==> src/rtl/ram_arbiter.sv <==
// ram_arbiter
//   Shares one simram-style memory (independent write port, read port with
//   one cycle of latency) between two requesters. Every cycle it decides who
//   is granted, issues the winning command(s) to the memory and returns read
//   data with a valid strobe for each port.
//
// Parameters
//   AW          address width
//   DW          data width
//   RR          1 = round-robin on conflicts, 0 = fixed priority (port 0 wins)
//   STARVE_MAX  fixed priority only: after this many consecutive lost
//               conflicts, port 1 wins once
//
// Ports
//   clk, reset            clock; asynchronous active-high reset
//   req0/1, we0/1         request valid (held until granted); 1 = write
//   addr0/1, wdata0/1     command fields of each requester
//   gnt0/1                combinational: command accepted and issued this cycle
//   rvalid0/1             registered: rdata belongs to this port's read
//   rdata                 read data, a copy of mem_rdata shared by both ports
//   mem_we/waddr/wdata    memory write port
//   mem_re/raddr          memory read port
//   mem_rdata             memory read data, valid the cycle after mem_re
module ram_arbiter #(
    parameter int AW         = 16,
    parameter int DW         = 16,
    parameter int RR         = 1,
    parameter int STARVE_MAX = 7
) (
    input  logic          clk,
    input  logic          reset,
    input  logic          req0,
    input  logic          req1,
    input  logic          we0,
    input  logic          we1,
    input  logic [AW-1:0] addr0,
    input  logic [AW-1:0] addr1,
    input  logic [DW-1:0] wdata0,
    input  logic [DW-1:0] wdata1,
    output logic          gnt0,
    output logic          gnt1,
    output logic          rvalid0,
    output logic          rvalid1,
    output logic [DW-1:0] rdata,
    output logic          mem_we,
    output logic [AW-1:0] mem_waddr,
    output logic [DW-1:0] mem_wdata,
    output logic          mem_re,
    output logic [AW-1:0] mem_raddr,
    input  logic [DW-1:0] mem_rdata
);

    localparam int SW = (STARVE_MAX < 2) ? 1 : $clog2(STARVE_MAX + 1);
    localparam logic [SW-1:0] STARVE_LIM = SW'(STARVE_MAX);

    logic          r_last;      // 1 = port 1 won the previous conflict
    logic [SW-1:0] r_starve;    // consecutive conflicts lost by port 1
    logic          r_rvalid0;
    logic          r_rvalid1;

    logic w_both;
    logic w_dual;
    logic w_conflict;
    logic w_win1;
    logic w_any;
    logic w_wr0;
    logic w_wr1;
    logic w_rd0;
    logic w_rd1;

    // A read and a write to different addresses use separate memory ports
    // and can both go out in the same cycle. A read and a write to the same
    // address are serialised, so the read never sees a half-updated word.
    assign w_both     = req0 & req1;
    assign w_dual     = w_both & (we0 ^ we1) & (addr0 != addr1);
    assign w_conflict = w_both & ~w_dual;
    assign w_any      = req0 | req1;

    // Choose the conflict winner: alternate in round-robin mode, otherwise
    // port 0 unless port 1 has already been starved for the limit.
    always_comb begin
        w_win1 = 1'b0;
        if (RR != 0) begin
            w_win1 = ~r_last;
        end else begin
            w_win1 = (r_starve == STARVE_LIM);
        end
    end

    // Grant generation: a lone requester is served the same cycle, and a
    // conflict is resolved by the winner selection above.
    always_comb begin
        gnt0 = 1'b0;
        gnt1 = 1'b0;
        if (w_conflict) begin
            gnt0 = ~w_win1;
            gnt1 = w_win1;
        end else begin
            gnt0 = req0;
            gnt1 = req1;
        end
    end

    assign w_wr0 = gnt0 & we0;
    assign w_wr1 = gnt1 & we1;
    assign w_rd0 = gnt0 & ~we0;
    assign w_rd1 = gnt1 & ~we1;

    // Steer granted commands onto the memory ports. A field that no granted
    // command uses carries port 0's value, or zero when nobody is requesting.
    always_comb begin
        mem_we    = w_wr0 | w_wr1;
        mem_re    = w_rd0 | w_rd1;
        mem_waddr = {AW{1'b0}};
        mem_wdata = {DW{1'b0}};
        mem_raddr = {AW{1'b0}};
        if (w_wr1) begin
            mem_waddr = addr1;
            mem_wdata = wdata1;
        end else if (w_any) begin
            mem_waddr = addr0;
            mem_wdata = wdata0;
        end else begin
            mem_waddr = {AW{1'b0}};
            mem_wdata = {DW{1'b0}};
        end
        if (w_rd1) begin
            mem_raddr = addr1;
        end else if (w_any) begin
            mem_raddr = addr0;
        end else begin
            mem_raddr = {AW{1'b0}};
        end
    end

    // Fairness state and read-return strobes. Reset clears the strobes at
    // once, so a read in flight during reset is dropped rather than returned.
    always_ff @(posedge clk or posedge reset) begin
        if (reset) begin
            r_last    <= 1'b1;
            r_starve  <= {SW{1'b0}};
            r_rvalid0 <= 1'b0;
            r_rvalid1 <= 1'b0;
        end else begin
            r_rvalid0 <= w_rd0;
            r_rvalid1 <= w_rd1;
            if (w_conflict) begin
                r_last <= w_win1;
            end
            if (RR == 0) begin
                // Dual issue leaves the counter untouched. It saturates at the
                // limit instead of wrapping.
                if (gnt1 && !w_dual) begin
                    r_starve <= {SW{1'b0}};
                end else if (w_conflict && (r_starve != STARVE_LIM)) begin
                    r_starve <= r_starve + SW'(1);
                end
            end
        end
    end

    assign rvalid0 = r_rvalid0;
    assign rvalid1 = r_rvalid1;
    assign rdata   = mem_rdata;

endmodule

==> config.mk <==
export PLATFORM = sky130hd
export DESIGN_NAME = ram_arbiter
export DESIGN_NICKNAME = d
export VERILOG_FILES = /design/src/rtl/ram_arbiter.sv
export SDC_FILE = /design/constraint.sdc
export NUM_CORES = 1
export LEC_CHECK = 0
export CAP_MARGIN = 25
export CORE_MARGIN = 2
export CORE_UTILIZATION = 30
export DETAILED_ROUTE_END_ITERATION = 12
export HOLD_SLACK_MARGIN = 0.08
export PLACE_DENSITY = 0.89
export SYNTH_ARGS = -nofsm -noshare
export SYNTH_HDL_FRONTEND = slang
export SYNTH_SLANG_ARGS = --single-unit
==> constraint.sdc <==
create_clock -name clk -period 2.9 [get_ports clk]
set_clock_uncertainty 0.15 [all_clocks]
set_input_delay 0.29 -clock clk [delete_from_list [all_inputs] [get_ports clk]]
set_output_delay 0.29 -clock clk [all_outputs]
set_load 0.01 [all_outputs]
Metal 2:
Bar = 20 um.
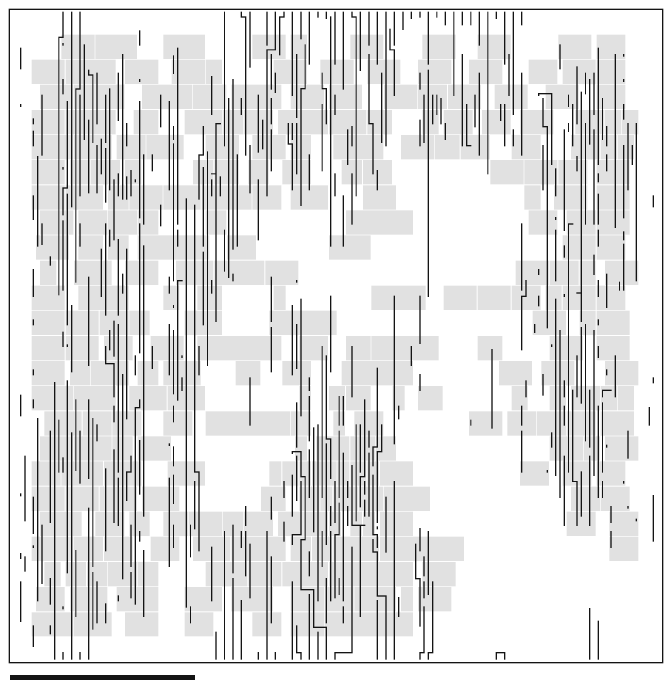
The longest straight run is 44.2 um. 336 nets have wire on it. The wires run mostly vertical.
Routed WL: 5.00 mm
Vias: 1679
met2 GRT Util: 0.357

Cell sizes after repair:
Bar = 20 um.
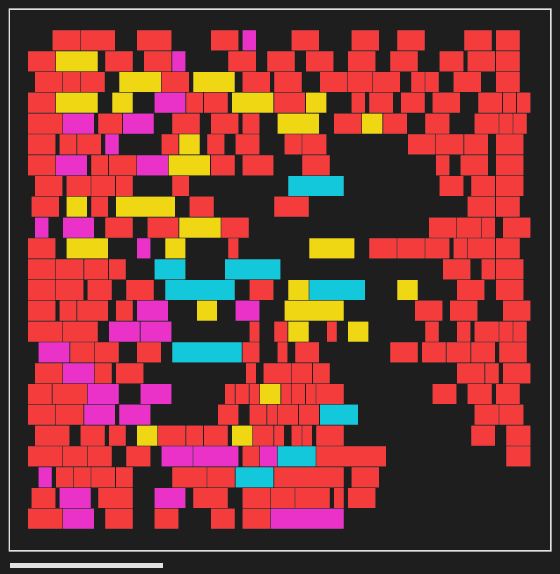
x3 and x4: in yellow, cells 26, share 9.2%, most used buf_4. x6 and larger: in cyan, cells 9, share 3.2%. x2: in magenta, cells 29, share 10%, most used mux2_2. x1 and smaller: in red, cells 219, share 77%, most used clkdlybuf4s50_1.
Signal buffers: 143
final worst setup slack: 0.0831 ns
synth-to-layout area growth: 105%
Finished Cell Area: 2730 um2

Layout detail:
Bar = 10 um. Region (15, 1) to (55, 41) um. Cells in gray, sequential cells in the stronger gray; small squares are vias.
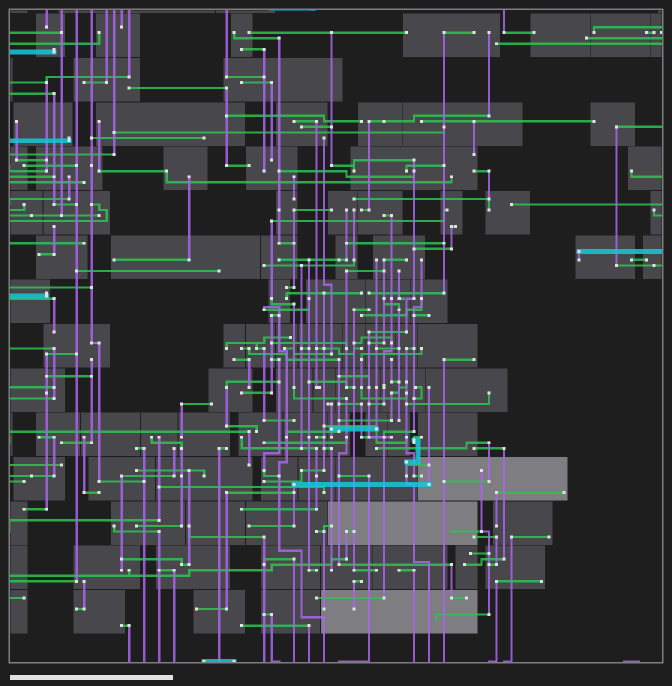
M4: in blue. M3: in cyan. M1: in green. M2: in purple.
Most frequent: clkdlybuf4s50_1 (12), buf_4 (9), nand2_1 (7). Sequential cells in the window: 3. 85 logic cells have their middle in the window.

==> run summary <==
final net count = 370
max frequency = 355 MHz
DIE WIDTH = 70.6 um
final hold viol count = 0
RR Endpoint = rvalid1
top post-synthesis cells by count = mux2_2 (19), and2_1 (17), nand3_1 (17), o2bb2ai_1 (17), xnor2_1 (17)
total gr overflow = 0
htree depth = 1
Routability Congestion = 0.825
Lkg Pwr = 0.00127 uW
Synth cell types = 29
CP Launch Type = input port
Commonest flop = dfrtp_1
R2R Path Start = r_last
logic share of the area = 0.402
clk tree area frac = 0.0165
Post-Synth AOI/OAI Area = 0.164
Mapped Cells = 162
period utilisation layout = 0.971
Die ar. = 4990 um2
Die Ht = 70.6 um
power per standard cell area = 286 nW/um2
Yosys Warn Count = 0
CP endpoint = mem_re
flop count = 3
outcome = complete, no violations
Via-to-Cell Ratio = 5.01
critical path capture point type = primary output
#MultiIn Comb = 129
Yosys Instances = 162
TritonCTS Buffers = 3
CP required = 2.46 ns
Signal buf overhead = 0.524
inverters = 4
final setup vio count = 0
Worst-Skew Late Latency = 0.21 ns
clock slew at reported path FFs = 0.03 ns
Synth Net Count = 248
number of global-route vias before repair = 1658
initial antenna violation count = 0
Slew headroom = 0.614
RSZ-0062 raised after global routing = no
largest net degree at the start of global routing = 18
CTS Sinks = 3
Routing congestion map:
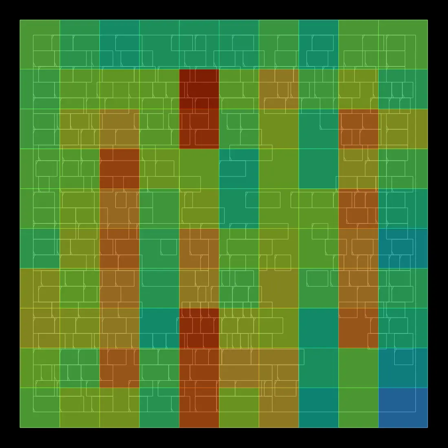
GR Util met1: 0.171
M3 GR Usage: 0.0613
Final Util: 0.632
global routing's busiest layer: met2

Metal 1:
Bar = 20 um. Supply wires on this layer in gray.
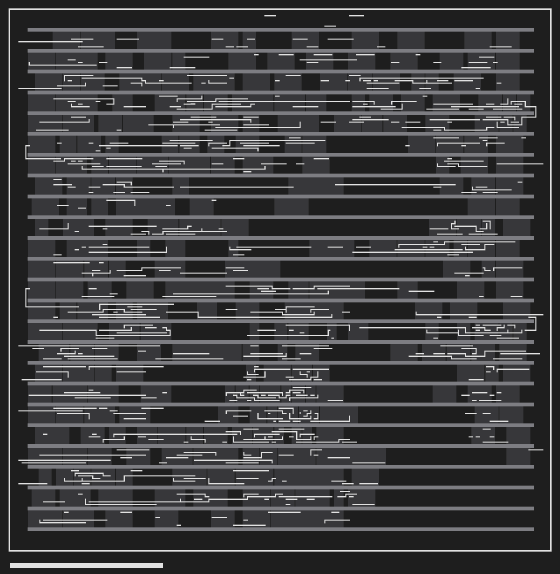
282 nets have wire on it. The layer carries 1750 um of wire. The layer holds 35% of the routed length.

## worst max-delay path, stage by stage
cell and delay (ns):
clkdlybuf4s50_1 0.49, xnor2_1 0.12, nand4_1 0.18, nor4_4 0.32, buf_6 0.15, buf_4 0.12, buf_4 0.13, a22oi_1 0.07
clkdlybuf4s50_1 0.49
## cell usage in the layout (no fill, tap or decap), types with 2 or more instances in the layout
cell	count
clkdlybuf4s50_1	58
dlygate4sd2_1	24
clkdlybuf4s15_1	21
mux2_2	19
nand3_1	17
o2bb2ai_1	17
and2_1	17
xnor2_1	16
dlymetal6s2s_1	14
buf_4	14
mux2_4	9
nand2_1	7
clkbuf_2	6
nand4_1	4
inv_1	4
mux2_1	4
clkbuf_8	3
buf_12	3
nor2_1	2
o21a_1	2
nor2b_1	2
o21ai_0	2
a22oi_1	2
clkbuf_16	2
dfrtp_1	2
## layer usage
layer  part of all wire  GRT usage
met1               0.35      0.171
met2               0.52      0.357
met3               0.13     0.0613
met4             0.0056     0.0252
met5                  0          0
## report_power, final
part           internal (uW)  switching [uW]
sequential              57.9            11.5
combinational            350             243
clock                   93.5            25.3
## stage by stage
step | setup WS [ns] | instances | hold WS, ns | area (um2) | util
global placement | -0.238 | 327 | 0.312 | 2630 | 0.608
floorplan | 0.681 | 162 | -0.107 | 1330 | -
detailed placement | -0.249 | 327 | 0.328 | 2630 | 0.608
CTS | 0.00325 | 332 | 0.108 | 2630 | 0.608
finish | 0.0831 | 335 | 0.109 | 2730 | 0.632
global route | 0.00221 | 335 | 0.130 | 2730 | 0.632
## registers in the layout, summed over array words and instances (netlist names)
| name | cells |
|---|---|
| r_last | 1 |
| rvalid0 | 1 |
| rvalid1 | 1 |
No activity file was given, so power comes from the tool's default toggle rates.
